==> src/rtl/stream_pattern_gen_pkg.sv <==
// Shared definitions for the framed multi-channel test pattern generator:
// payload modes, FSM states, header/fill constants and the default LFSR taps.
package stream_pattern_gen_pkg;

  typedef enum logic [1:0] {
    MODE_INCR  = 2'd0,
    MODE_LFSR  = 2'd1,
    MODE_WALK  = 2'd2,
    MODE_CONST = 2'd3
  } mode_t;

  typedef enum logic [1:0] {
    IDLE    = 2'd0,
    HEADER  = 2'd1,
    PAYLOAD = 2'd2,
    GAP     = 2'd3
  } state_t;

  localparam logic [7:0]  HDR_MAGIC     = 8'hA5;
  localparam logic [7:0]  CONST_BYTE    = 8'hA5;
  localparam logic [31:0] DEF_LFSR_POLY = 32'h8020_0003;

  // Low 32 bits of a header word; wider buses zero-pad above this.
  function automatic logic [31:0] header_word(input logic [3:0] ch, input logic [15:0] seq);
    return {HDR_MAGIC, 4'h0, ch, seq};
  endfunction

endpackage

==> src/rtl/stream_pattern_gen_if.sv <==
// Output stream of the pattern generator. A word moves when valid_out && ready_in;
// while valid_out is high and ready_in low, all payload fields hold and valid_out stays high.
interface stream_pattern_gen_if #(
  parameter int DATA_W = 32
);

  logic [DATA_W-1:0] data_out;
  logic              valid_out;
  logic              sof_out;
  logic              eof_out;
  logic [3:0]        ch_out;
  logic              ready_in;

  modport master (
    output data_out, valid_out, sof_out, eof_out, ch_out,
    input  ready_in
  );

  modport slave (
    input  data_out, valid_out, sof_out, eof_out, ch_out,
    output ready_in
  );

endinterface

==> src/rtl/stream_lfsr_step.sv <==
// One step of a right-shifting 32-bit Galois LFSR; the tap mask is folded in
// whenever the bit shifted out is 1, so a nonzero state never reaches zero.
module stream_lfsr_step
  import stream_pattern_gen_pkg::*;
#(
  parameter logic [31:0] POLY = DEF_LFSR_POLY
) (
  input  logic [31:0] state,
  output logic [31:0] state_nx
);

  assign state_nx = state[0] ? ((state >> 1) ^ POLY) : (state >> 1);

endmodule

==> src/rtl/stream_pattern_gen.sv <==
// Framed round-robin test traffic generator (header + BURST_LEN payload + GAP_CYC idle).
// Define STREAM_PATTERN_GEN_ERR_INJECT_EN to add the err_inject_in bit-0 corruption port.
module stream_pattern_gen
  import stream_pattern_gen_pkg::*;
#(
  parameter int          DATA_W    = 32,
  parameter int          CH_N      = 4,
  parameter int          BURST_LEN = 256,
  parameter int          GAP_CYC   = 0,
  parameter logic [31:0] LFSR_POLY = DEF_LFSR_POLY
) (
  input  logic                  clk_in,
  input  logic                  rst_in,
  input  logic                  enable_in,
  input  logic [1:0]            mode_in,
`ifdef STREAM_PATTERN_GEN_ERR_INJECT_EN
  input  logic                  err_inject_in,
`endif
  stream_pattern_gen_if.master  strm,
  output logic [15:0]           frame_cnt_out,
  output state_t                state_dbg
);

  localparam int CH_IW    = (CH_N > 1) ? $clog2(CH_N) : 1;
  localparam int CH_SLOTS = 2 ** CH_IW;
  localparam int IDX_W    = (BURST_LEN > 1) ? $clog2(BURST_LEN) : 1;
  localparam int GAP_W    = (GAP_CYC > 1) ? $clog2(GAP_CYC) : 1;
  localparam int LFSR_REP = (DATA_W + 31) / 32;

  localparam logic [IDX_W-1:0] IDX_LAST = IDX_W'(BURST_LEN - 1);
  localparam logic [GAP_W-1:0] GAP_LAST = GAP_W'((GAP_CYC > 0) ? GAP_CYC - 1 : 0);
  localparam logic [CH_IW-1:0] CH_LAST  = CH_IW'(CH_N - 1);

  state_t            state, state_nx;
  mode_t             mode_q;
  logic [CH_IW-1:0]  ch_ptr;
  logic [IDX_W-1:0]  idx;
  logic [GAP_W-1:0]  gap_cnt;
  logic [15:0]       frame_cnt;

  logic [DATA_W-1:0] incr_cnt [CH_SLOTS];
  logic [DATA_W-1:0] walk     [CH_SLOTS];
  logic [31:0]       lfsr     [CH_SLOTS];
  logic [15:0]       seq      [CH_SLOTS];

  logic                     xfer;
  logic                     last_word;
  logic                     flip;
  logic [31:0]              lfsr_cur, lfsr_nx;
  logic [LFSR_REP*32-1:0]   lfsr_rep;
  logic [DATA_W-1:0]        pay_word;
  logic [DATA_W-1:0]        hdr_word;

  assign xfer      = strm.valid_out && strm.ready_in;
  assign last_word = (idx == IDX_LAST);
  assign lfsr_cur  = lfsr[ch_ptr];
  assign lfsr_rep  = {LFSR_REP{lfsr_cur}};
  assign hdr_word  = DATA_W'(header_word(4'(ch_ptr), seq[ch_ptr]));

  assign frame_cnt_out = frame_cnt;
  assign state_dbg     = state;

  stream_lfsr_step #(.POLY(LFSR_POLY)) u_lfsr_step (
    .state    (lfsr_cur),
    .state_nx (lfsr_nx)
  );

  always_comb begin
    pay_word = '0;
    case (mode_q)
      MODE_INCR: pay_word = incr_cnt[ch_ptr];
      MODE_LFSR: pay_word = lfsr_rep[DATA_W-1:0];
      MODE_WALK: pay_word = walk[ch_ptr];
      default:   pay_word = {(DATA_W/8){CONST_BYTE}};
    endcase
  end

  always_ff @(posedge clk_in or negedge rst_in) begin
    if (!rst_in) state <= IDLE;
    else         state <= state_nx;
  end

  always_comb begin
    state_nx       = state;
    strm.valid_out = 1'b0;
    strm.sof_out   = 1'b0;
    strm.eof_out   = 1'b0;
    strm.ch_out    = 4'h0;
    strm.data_out  = '0;
    case (state)
      IDLE: begin
        if (enable_in) state_nx = HEADER;
      end
      HEADER: begin
        strm.valid_out = 1'b1;
        strm.sof_out   = 1'b1;
        strm.ch_out    = 4'(ch_ptr);
        strm.data_out  = hdr_word;
        if (xfer) state_nx = PAYLOAD;
      end
      PAYLOAD: begin
        strm.valid_out = 1'b1;
        strm.eof_out   = last_word;
        strm.ch_out    = 4'(ch_ptr);
        strm.data_out  = pay_word ^ DATA_W'(flip);
        if (xfer && last_word) begin
          if (GAP_CYC > 0)    state_nx = GAP;
          else if (enable_in) state_nx = HEADER;
          else                state_nx = IDLE;
        end
      end
      GAP: begin
        if (gap_cnt == GAP_LAST) state_nx = enable_in ? HEADER : IDLE;
      end
      default: state_nx = IDLE;
    endcase
  end

  // Mode is latched on every entry into HEADER so it stays frozen for the whole frame.
  always_ff @(posedge clk_in or negedge rst_in) begin
    if (!rst_in) begin
      mode_q    <= MODE_INCR;
      ch_ptr    <= '0;
      idx       <= '0;
      gap_cnt   <= '0;
      frame_cnt <= '0;
      for (int c = 0; c < CH_SLOTS; c++) begin
        incr_cnt[c] <= '0;
        walk[c]     <= DATA_W'(1);
        lfsr[c]     <= 32'(c + 1);
        seq[c]      <= '0;
      end
    end else begin
      if (state_nx == HEADER && state != HEADER) mode_q <= mode_t'(mode_in);
      case (state)
        HEADER: begin
          if (xfer) idx <= '0;
        end
        PAYLOAD: begin
          if (xfer) begin
            idx <= idx + 1'b1;
            case (mode_q)
              MODE_INCR: incr_cnt[ch_ptr] <= incr_cnt[ch_ptr] + 1'b1;
              MODE_LFSR: lfsr[ch_ptr]     <= lfsr_nx;
              MODE_WALK: walk[ch_ptr]     <= {walk[ch_ptr][DATA_W-2:0], walk[ch_ptr][DATA_W-1]};
              default: ;
            endcase
            if (last_word) begin
              seq[ch_ptr] <= seq[ch_ptr] + 16'd1;
              frame_cnt   <= frame_cnt + 16'd1;
              ch_ptr      <= (ch_ptr == CH_LAST) ? '0 : ch_ptr + 1'b1;
              gap_cnt     <= '0;
            end
          end
        end
        GAP: gap_cnt <= gap_cnt + 1'b1;
        default: ;
      endcase
    end
  end

`ifdef STREAM_PATTERN_GEN_ERR_INJECT_EN
  // A pulse parks in err_pend; it becomes err_hot only when no payload word is
  // stalled, so a held word never changes under backpressure.
  logic err_pend, err_hot;
  logic payload_stall;

  assign payload_stall = (state == PAYLOAD) && !strm.ready_in;
  assign flip          = err_hot;

  always_ff @(posedge clk_in or negedge rst_in) begin
    if (!rst_in) begin
      err_pend <= 1'b0;
      err_hot  <= 1'b0;
    end else begin
      if (err_hot) begin
        if (state == PAYLOAD && xfer) err_hot <= 1'b0;
      end else if (err_pend && !payload_stall) begin
        err_hot  <= 1'b1;
        err_pend <= 1'b0;
      end
      if (err_inject_in && !err_pend && !err_hot) err_pend <= 1'b1;
    end
  end
`else
  assign flip = 1'b0;
`endif

endmodule

==> src/flat_wrapper.sv <==
// flat-port wrapper written by rule: the top's interface ports become plain ports
module stream_pattern_gen_flat import stream_pattern_gen_pkg::*;
#(
  parameter int          DATA_W    = 32,
  parameter int          CH_N      = 4,
  parameter int          BURST_LEN = 256,
  parameter int          GAP_CYC   = 0,
  parameter logic [31:0] LFSR_POLY = DEF_LFSR_POLY
)
  (clk_in, rst_in, enable_in, mode_in, frame_cnt_out, state_dbg, strm_data_out, strm_valid_out, strm_sof_out, strm_eof_out, strm_ch_out, strm_ready_in);
  stream_pattern_gen_if #(.DATA_W(DATA_W)) strm_i ();
  input  logic clk_in;
  input  logic rst_in;
  input  logic enable_in;
  input  logic [1:0] mode_in;
  output logic [15:0] frame_cnt_out;
  output state_t state_dbg;
  output wire logic [$bits(strm_i.data_out)-1:0] strm_data_out;
  output wire logic [$bits(strm_i.valid_out)-1:0] strm_valid_out;
  output wire logic [$bits(strm_i.sof_out)-1:0] strm_sof_out;
  output wire logic [$bits(strm_i.eof_out)-1:0] strm_eof_out;
  output wire logic [$bits(strm_i.ch_out)-1:0] strm_ch_out;
  input wire logic [$bits(strm_i.ready_in)-1:0] strm_ready_in;
  assign strm_data_out = strm_i.data_out;
  assign strm_valid_out = strm_i.valid_out;
  assign strm_sof_out = strm_i.sof_out;
  assign strm_eof_out = strm_i.eof_out;
  assign strm_ch_out = strm_i.ch_out;
  assign strm_i.ready_in = strm_ready_in;
  stream_pattern_gen #(.DATA_W(DATA_W), .CH_N(CH_N), .BURST_LEN(BURST_LEN), .GAP_CYC(GAP_CYC), .LFSR_POLY(LFSR_POLY)) u_core (.clk_in(clk_in), .rst_in(rst_in), .enable_in(enable_in), .mode_in(mode_in), .strm(strm_i), .frame_cnt_out(frame_cnt_out), .state_dbg(state_dbg));
endmodule
==> config.mk <==
export PLATFORM = sky130hd
export DESIGN_NAME = stream_pattern_gen_flat
export DESIGN_NICKNAME = d
export VERILOG_FILES = /design/src/rtl/stream_pattern_gen_pkg.sv /design/src/rtl/stream_pattern_gen_if.sv /design/src/rtl/stream_lfsr_step.sv /design/src/rtl/stream_pattern_gen.sv /design/src/flat_wrapper.sv
export SDC_FILE = /design/constraint.sdc
export NUM_CORES = 1
export LEC_CHECK = 0
export ABC_AREA = 1
export CAP_MARGIN = 20
export CORE_MARGIN = 5
export CORE_UTILIZATION = 28
export CTS_BUF_LIST = sky130_fd_sc_hd__clkbuf_8 sky130_fd_sc_hd__clkbuf_16
export DETAILED_ROUTE_END_ITERATION = 10
export SYNTH_ARGS = -nofsm -noshare
export SYNTH_HDL_FRONTEND = slang
export SYNTH_SLANG_ARGS = --single-unit
==> constraint.sdc <==
create_clock -name clk_in -period 4.4 [get_ports clk_in]
set_input_delay 0.66 -clock clk_in [delete_from_list [all_inputs] [get_ports clk_in]]
set_output_delay 0.66 -clock clk_in [all_outputs]
set_load 0.005 [all_outputs]
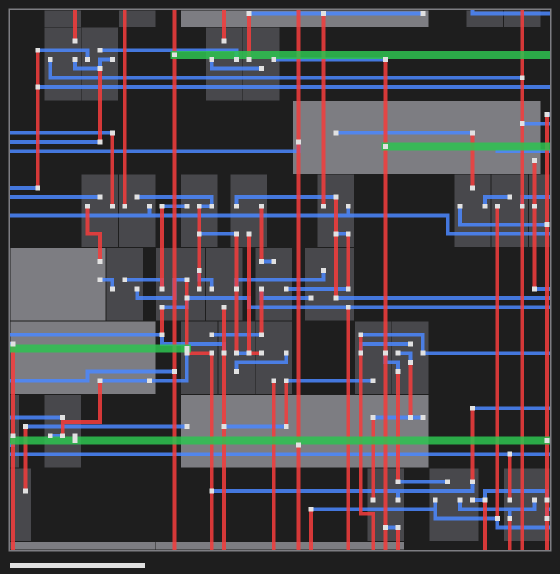
(run_1/closeup.png)
Bar = 5 µm. Window x 220 to 240, y 220 to 240 µm. Cells in grey, sequential cells in the stronger grey; small squares are vias.
legend:
  M2:
    colour: red
  M3:
    colour: green
  M1:
    colour: blue
cells with their middle in the window: 29
sequential cells in the window: 3
netlist names of flops here include: u_core.incr_cnt (3)
most frequent: nand2_1 (22), nand3_1 (4), dfrtp_1 (3)

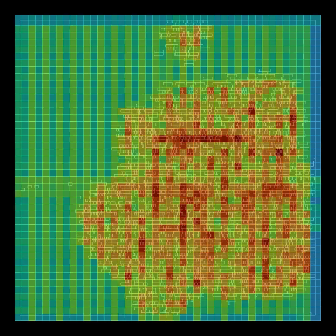
(run_1/congestion_map.png)
most used routing layer: met2
global-route met1 utilization: 21.79%
routing usage on met2: 24.66%
WL per Instance: 17.20 µm

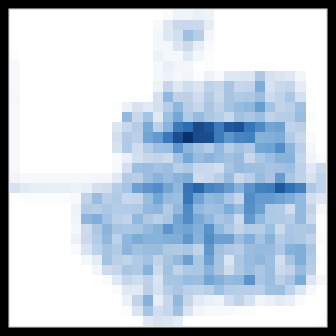
(run_1/route_heat.png)
31 x 31 tiles, from white (low) to dark blue (high), scaled to the fullest tile. Values are wire area over tile area, all layers added.
tiles over half the peak: 7.4%
nearly empty tiles: 42%
densest ninth of the die: middle
fullest tile: 0.72
emptiest ninth of the die: top left

==> flow_results.xml, run 1 <==
<?xml version="1.0" encoding="UTF-8"?>
<metrics>
  <group name="synth">
    <metric name="netlist.area_leader.share" unit="%">47.58</metric>
    <metric name="synth-cells-yosys" unit="">3199</metric>
    <metric name="ys_ff" unit="">479</metric>
    <metric name="ff_type" unit="">sky130_fd_sc_hd__dfrtp_1</metric>
    <metric name="synth.cellmix.simpleShare" unit="%">29.51</metric>
  </group>
  <group name="setup_path">
    <metric name="startpoint_of_the_worst_register_to_register_path" unit="">u_core.ch_ptr[0]$_DFFE_PN0P_</metric>
    <metric name="worst_setup_path_endpoint" unit="">strm_data_out[10]</metric>
    <metric name="critPathTopFamily" unit="">AND-OR/OR-AND gates</metric>
    <metric name="cp.buffers_inverters" unit="">2</metric>
    <metric name="worstRegToRegCells" unit="">13</metric>
    <metric name="critPathCaptureType" unit="">primary output</metric>
    <metric name="worst-endpoint-arrival" unit="ns">3.56</metric>
  </group>
  <group name="place">
    <metric name="dpl.cell_count" unit="">4318</metric>
    <metric name="dp_worst_setup_slack" unit="ns">0.7844</metric>
    <metric name="hpwl_dp" unit="mm">49.56</metric>
  </group>
  <group name="cts">
    <metric name="cts_made_buffers" unit="">54</metric>
    <metric name="later_pin_clock_latency_in_the_skew_report" unit="ns">0.64</metric>
    <metric name="post_cts.resized_instances" unit="">0</metric>
    <metric name="cts_max_path_buffers" unit="">3</metric>
    <metric name="cts_setup_buffers" unit="">0</metric>
  </group>
  <group name="layout">
    <metric name="design.seq.count" unit="">479</metric>
    <metric name="seq_area_share" unit="%">42.10</metric>
    <metric name="finish.net_count" unit="">3229</metric>
    <metric name="combined_flip_flop_and_latch_cell_area" unit="µm²">12010</metric>
    <metric name="stdcell_count" unit="">4420</metric>
    <metric name="drive_gt1_share" unit="%">9.342</metric>
    <metric name="area_share_nonclk_buffers" unit="%">4.436</metric>
    <metric name="finish.instance_area" unit="µm²">28520</metric>
  </group>
  <group name="global_route">
    <metric name="grt.met3_usage" unit="%">3.416</metric>
    <metric name="grt_pass1_vias" unit="">20440</metric>
  </group>
  <group name="pwr">
    <metric name="clock_power_share" unit="%">46.2</metric>
    <metric name="power_per_cell_area" unit="nW/µm²">375.1</metric>
    <metric name="power_leader" unit="">clock</metric>
    <metric name="pwr-share-seq" unit="%">42.2</metric>
    <metric name="p_int" unit="W">0.007845</metric>
  </group>
  <group name="detailed_routing">
    <metric name="ant_nets" unit="">0</metric>
    <metric name="dr.first_iter.drc_count" unit="">1884</metric>
    <metric name="routedLengthMet1" unit="mm">34.29</metric>
  </group>
  <group name="die">
    <metric name="dieWidth" unit="µm">307.1</metric>
    <metric name="number_of_core_rows" unit="">109</metric>
  </group>
  <group name="run">
    <metric name="count_of_tool_warnings" unit="">34</metric>
  </group>
  <group name="status">
    <metric name="status" unit="">completed</metric>
  </group>
  <group name="final_timing">
    <metric name="fmax" unit="MHz">236.9</metric>
    <metric name="slew_of_the_pin_with_the_lowest_slew_margin" unit="ns">0.9188</metric>
    <metric name="finalWorstPathRequiredPeriod" unit="ns">4.221</metric>
    <metric name="hold_slack" unit="ns">0.07976</metric>
  </group>
</metrics>
==> run_1/m1.png <==
Bar = 100 µm.
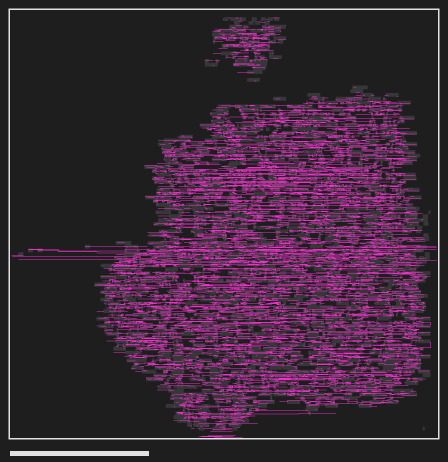

==> inputs of run 2 (changes only) <==
Settings changed: GPL_TIMING_DRIVEN set to 0.
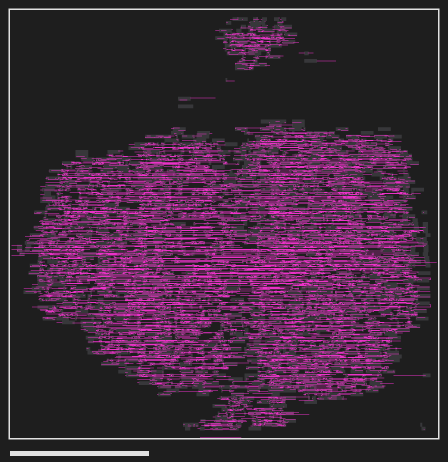
(run_2/m1.png)
Bar = 100 µm.
wire length on this layer: 41.4 mm
longest straight run: 90.2 µm
share of all routed wire: 42%
nets with wire on the layer: 3141
main direction: horizontal
global-route met1 utilization: 27.94%
routed vias: 23320
Routed WL: 97.52 mm

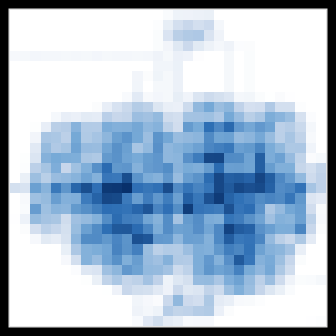
(run_2/route_heat.png)
31 x 31 tiles, from white (low) to dark blue (high), scaled to the fullest tile. Values are wire area over tile area, all layers added.
nearly empty tiles: 37%
emptiest ninth of the die: top left
tiles over half the peak: 23%
GRT Resource Usage Total: 20.14%
WL per Instance: 21.47 µm

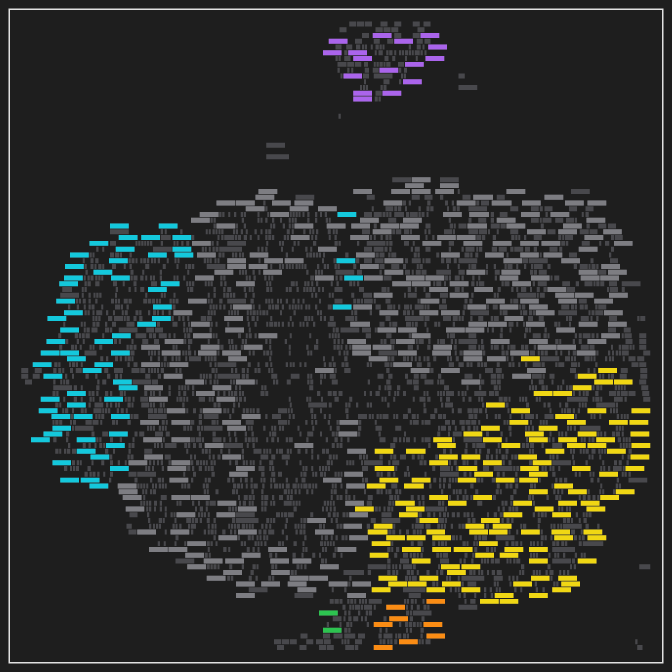
(run_2/ff_map.png)
legend:
  u_core.frame_cnt_out:
    colour: purple
    flops: 16
    where: top middle
  u_core.seq:
    colour: cyan
    flops: 64
    where: left middle
  u_core.idx:
    colour: orange
    flops: 8
    where: bottom middle
  u_core.lfsr:
    colour: yellow
    flops: 128
    where: bottom right
  u_core.state_dbg:
    colour: green
    flops: 2
not coloured: 261
Seq area share: 41.04%
Power Sequential: 0.00452 W
combined flip-flop and latch cell area: 12000 µm²

==> run 2 against run 1 <==
  * The run now ends with hold timing left
  * Area after synthesis did not move
  * Wire length is 28% higher
  * First-iteration DRC count is 44% higher
  * Synthesized cell count did not move
  * Fmax is 4.0% lower
  * Largest power group unchanged
==> flow_results.xml, run 2 <==
<?xml version="1.0" encoding="UTF-8"?>
<metrics>
  <group name="die">
    <metric name="dieWidth" unit="µm">307.1</metric>
    <metric name="fp-utilization" unit="%">28.10</metric>
    <metric name="nWellTaps" unit="">1165</metric>
    <metric name="number_of_core_rows" unit="">109</metric>
  </group>
  <group name="pwr">
    <metric name="pwr-share-seq" unit="%">42.4</metric>
    <metric name="power_leader" unit="">clock</metric>
    <metric name="p_comb" unit="W">0.00124</metric>
    <metric name="power_per_cell_area" unit="nW/µm²">365.1</metric>
    <metric name="p_int" unit="W">0.007677</metric>
    <metric name="ir_worst_vdd" unit="mV">0.2609</metric>
    <metric name="clock_power_share" unit="%">46.0</metric>
    <metric name="design_power_total" unit="W">0.01067</metric>
  </group>
  <group name="worst_hold_path">
    <metric name="hold_class" unit="">in -&gt; async</metric>
  </group>
  <group name="setup_path">
    <metric name="crit_path_start" unit="">u_core.ch_ptr[1]$_DFFE_PN0P_</metric>
    <metric name="worst_setup_path_endpoint" unit="">strm_data_out[8]</metric>
    <metric name="worstRegToRegCells" unit="">12</metric>
    <metric name="cp_cell_sequence" unit="">buf_4 -&gt; inv_4 -&gt; buf_4 -&gt; buf_6 -&gt; buf_2 -&gt; o21ai_0 -&gt; o22ai_2 -&gt; nand2_1 -&gt; o2111ai_1 -&gt; nand2_2 -&gt; o21ai_0 -&gt; clkdlybuf4s50_1</metric>
    <metric name="critPathTopFamily" unit="">buffers and inverters</metric>
    <metric name="cp.buffers_inverters" unit="">6</metric>
    <metric name="timing.rr.end" unit="">u_core.seq[44]$_DFFE_PN0P_</metric>
    <metric name="startpoint_type" unit="">flip-flop</metric>
    <metric name="worst-endpoint-arrival" unit="ns">3.74</metric>
    <metric name="crit_required" unit="ns">3.74</metric>
    <metric name="critPathCaptureType" unit="">primary output</metric>
    <metric name="critical_path_class" unit="">reg -&gt; out</metric>
    <metric name="startpoint_of_the_worst_register_to_register_path" unit="">u_core.ch_ptr[1]$_DFFE_PN0P_</metric>
  </group>
  <group name="layout">
    <metric name="area_share_nonclk_buffers" unit="%">6.098</metric>
    <metric name="clock_cell_area_share" unit="%">6.599</metric>
    <metric name="stdcell_count" unit="">4542</metric>
    <metric name="lay_top_count" unit="">sky130_fd_sc_hd__nand2_1</metric>
    <metric name="finish.instance_area" unit="µm²">29240</metric>
    <metric name="drive_gt1_share" unit="%">12.76</metric>
    <metric name="design.seq.count" unit="">479</metric>
    <metric name="finish.net_count" unit="">3349</metric>
    <metric name="fill_count" unit="">9421</metric>
    <metric name="antenna_cell_count" unit="">0</metric>
    <metric name="area_dominant_class" unit="">flip-flops and latches</metric>
  </group>
  <group name="cts">
    <metric name="cts_setup_buffers" unit="">9</metric>
    <metric name="cts_max_path_buffers" unit="">3</metric>
    <metric name="clkTransAtPathRegs" unit="ns">0.06</metric>
    <metric name="post_cts.resized_instances" unit="">63</metric>
    <metric name="cts_made_buffers" unit="">56</metric>
    <metric name="later_pin_clock_latency_in_the_skew_report" unit="ns">0.66</metric>
    <metric name="htree_num_levels" unit="">2</metric>
  </group>
  <group name="synth">
    <metric name="async_flop_share" unit="%">100.0</metric>
    <metric name="count_of_synthesis_stage_warnings_from_yosys" unit="">0</metric>
    <metric name="synth.cellmix.simpleShare" unit="%">29.51</metric>
    <metric name="ff_type" unit="">sky130_fd_sc_hd__dfrtp_1</metric>
    <metric name="ys_ff" unit="">479</metric>
    <metric name="synth-cells-yosys" unit="">3199</metric>
    <metric name="syn-mean-instance-area" unit="µm²">7.728</metric>
    <metric name="mux_share" unit="%">2.915</metric>
    <metric name="number_of_enable_flip_flop_cells" unit="">0</metric>
    <metric name="netlist.area_leader.share" unit="%">47.58</metric>
    <metric name="ys_sh_adder" unit="%">0.6073</metric>
    <metric name="netlist_top_cells_count" unit="">sky130_fd_sc_hd__nand2_1, sky130_fd_sc_hd__dfrtp_1, sky130_fd_sc_hd__o21ai_0</metric>
  </group>
  <group name="final_timing">
    <metric name="finalHoldViolations" unit="">3</metric>
    <metric name="min_period_over_period" unit="%">99.94</metric>
    <metric name="slew_of_the_pin_with_the_lowest_slew_margin" unit="ns">0.9826</metric>
    <metric name="fin_ws" unit="ns">0.002490</metric>
    <metric name="setup_viol" unit="">0</metric>
    <metric name="fmax" unit="MHz">227.4</metric>
    <metric name="finalWorstPathRequiredPeriod" unit="ns">4.398</metric>
    <metric name="hold_slack" unit="ns">-0.002160</metric>
    <metric name="slew_headroom" unit="%">34.49</metric>
    <metric name="final.setup.tns" unit="ns">0</metric>
  </group>
  <group name="status">
    <metric name="status" unit="">finished, violations left</metric>
    <metric name="violations" unit="">hold timing</metric>
  </group>
  <group name="global_route">
    <metric name="globalRoute.busiestLayer" unit="">met2</metric>
    <metric name="grt.met3_usage" unit="%">4.780</metric>
    <metric name="groute.layer.met2.usage" unit="%">30.35</metric>
    <metric name="grt_pass1_vias" unit="">22420</metric>
  </group>
  <group name="detailed_routing">
    <metric name="routedLengthMet1" unit="mm">41.39</metric>
    <metric name="routed.top_layer" unit="">met5</metric>
    <metric name="dr.first_iter.drc_count" unit="">2709</metric>
    <metric name="ant_nets" unit="">0</metric>
  </group>
  <group name="place">
    <metric name="hpwl_dp" unit="mm">68.85</metric>
    <metric name="placement.io_buffers" unit="">60</metric>
    <metric name="dp_worst_setup_slack" unit="ns">-0.1641</metric>
    <metric name="dpl.cell_count" unit="">4429</metric>
  </group>
  <group name="run">
    <metric name="count_of_tool_warnings" unit="">35</metric>
  </group>
</metrics>
==> inputs of run 3 (changes only) <==
Settings changed: CAP_MARGIN 20 to 10.
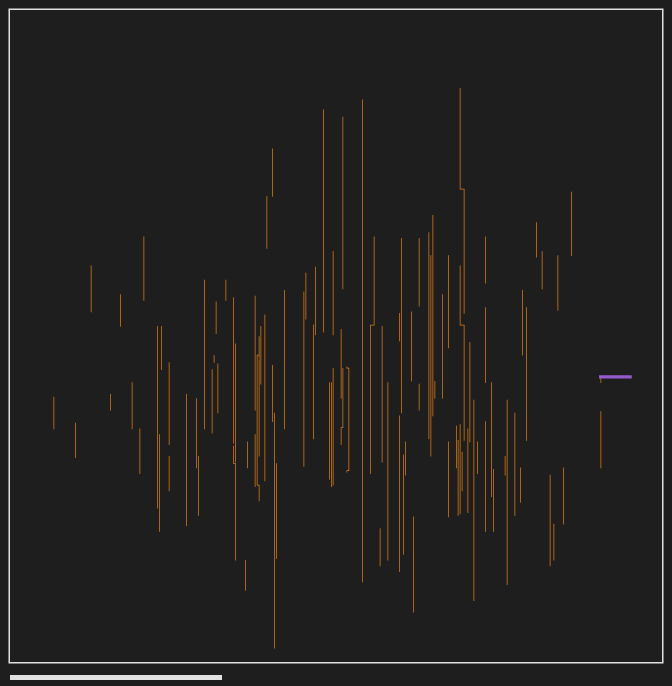
(run_3/layers.png)
Bar = 100 µm. Two of the layers only.
legend:
  M4:
    colour: orange
    wire_length: 4560 µm
  M5:
    colour: purple
    wire_length: 13.8 µm

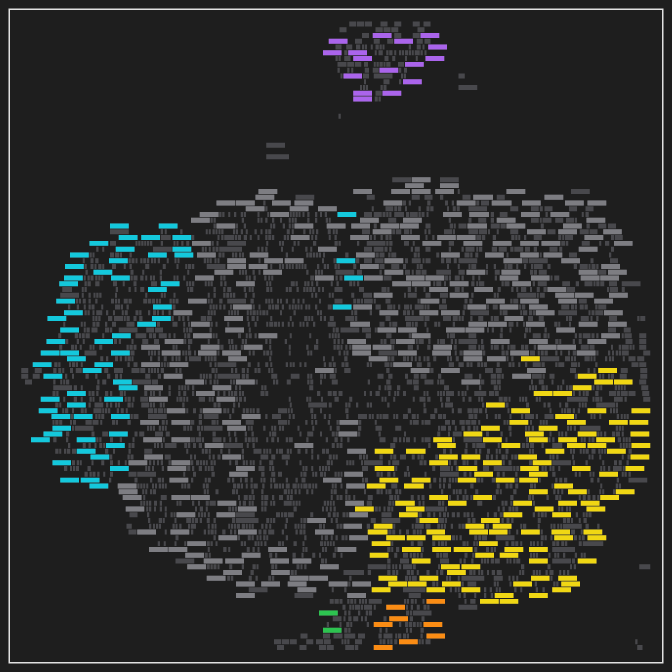
(run_3/ff_map.png)
legend:
  u_core.lfsr:
    colour: yellow
    flops: 128
    where: bottom right
  u_core.frame_cnt_out:
    colour: purple
    flops: 16
    where: top middle
  u_core.idx:
    colour: orange
    flops: 8
    where: bottom middle
  u_core.state_dbg:
    colour: green
    flops: 2
  u_core.seq:
    colour: cyan
    flops: 64
    where: left middle

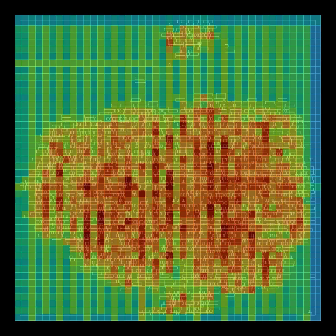
(run_3/congestion_map.png)
core utilization of the finished layout: 33.24%
met3 track utilization from global routing: 4.780%

==> run 3 against run 2 <==
  * Clock skew unchanged
  * Synthesized cell count unchanged
  * Critical path type unchanged
  * The run still ends with hold timing left
  * First-iteration DRC count unchanged
  * Cell area unchanged
  * Critical endpoint unchanged
==> flow_results.xml, run 3 <==
<?xml version="1.0" encoding="UTF-8"?>
<metrics>
  <group name="final_timing">
    <metric name="slew_headroom" unit="%">34.49</metric>
    <metric name="finalHoldViolations" unit="">3</metric>
    <metric name="setup_viol" unit="">0</metric>
    <metric name="fin_ws" unit="ns">0.002490</metric>
    <metric name="finalWorstPathRequiredPeriod" unit="ns">4.398</metric>
    <metric name="hold_slack" unit="ns">-0.002160</metric>
  </group>
  <group name="setup_path">
    <metric name="startpoint_type" unit="">flip-flop</metric>
    <metric name="startpoint_of_the_worst_register_to_register_path" unit="">u_core.ch_ptr[1]$_DFFE_PN0P_</metric>
    <metric name="worst-endpoint-arrival" unit="ns">3.74</metric>
    <metric name="timing.rr.end" unit="">u_core.seq[44]$_DFFE_PN0P_</metric>
    <metric name="critPathCaptureType" unit="">primary output</metric>
    <metric name="worstRegToRegCells" unit="">12</metric>
    <metric name="worst_setup_path_endpoint" unit="">strm_data_out[8]</metric>
  </group>
  <group name="status">
    <metric name="status" unit="">finished, violations left</metric>
    <metric name="violations" unit="">hold timing</metric>
  </group>
  <group name="synth">
    <metric name="synth.cellmix.simpleShare" unit="%">29.51</metric>
    <metric name="netlist_top_cells_count" unit="">sky130_fd_sc_hd__nand2_1, sky130_fd_sc_hd__dfrtp_1, sky130_fd_sc_hd__o21ai_0</metric>
    <metric name="number_of_enable_flip_flop_cells" unit="">0</metric>
    <metric name="syn-mean-instance-area" unit="µm²">7.728</metric>
    <metric name="synth-cells-yosys" unit="">3199</metric>
    <metric name="ys_sh_adder" unit="%">0.6073</metric>
    <metric name="count_of_synthesis_stage_warnings_from_yosys" unit="">0</metric>
    <metric name="ff_type" unit="">sky130_fd_sc_hd__dfrtp_1</metric>
    <metric name="async_flop_share" unit="%">100.0</metric>
  </group>
  <group name="place">
    <metric name="hpwl_dp" unit="mm">68.85</metric>
  </group>
  <group name="cts">
    <metric name="htree_num_levels" unit="">2</metric>
    <metric name="cts_setup_buffers" unit="">9</metric>
    <metric name="later_pin_clock_latency_in_the_skew_report" unit="ns">0.66</metric>
  </group>
  <group name="detailed_routing">
    <metric name="routed.top_layer" unit="">met5</metric>
    <metric name="ant_nets" unit="">0</metric>
    <metric name="dr.first_iter.drc_count" unit="">2709</metric>
  </group>
  <group name="global_route">
    <metric name="grt_resource_usage_total" unit="%">20.14</metric>
    <metric name="globalRoute.busiestLayer" unit="">met2</metric>
    <metric name="groute.layer.met2.usage" unit="%">30.35</metric>
    <metric name="grt_pass1_vias" unit="">22420</metric>
  </group>
  <group name="die">
    <metric name="fp-utilization" unit="%">28.10</metric>
  </group>
  <group name="layout">
    <metric name="clock_cell_area_share" unit="%">6.599</metric>
    <metric name="finish.instance_area" unit="µm²">29240</metric>
    <metric name="lay_top_count" unit="">sky130_fd_sc_hd__nand2_1</metric>
    <metric name="combined_flip_flop_and_latch_cell_area" unit="µm²">12000</metric>
    <metric name="stdcell_count" unit="">4542</metric>
    <metric name="antenna_cell_count" unit="">0</metric>
  </group>
  <group name="pwr">
    <metric name="design_power_total" unit="W">0.01067</metric>
    <metric name="ir_worst_vdd" unit="mV">0.2609</metric>
  </group>
</metrics>
Power and IR drop assume default switching activity.
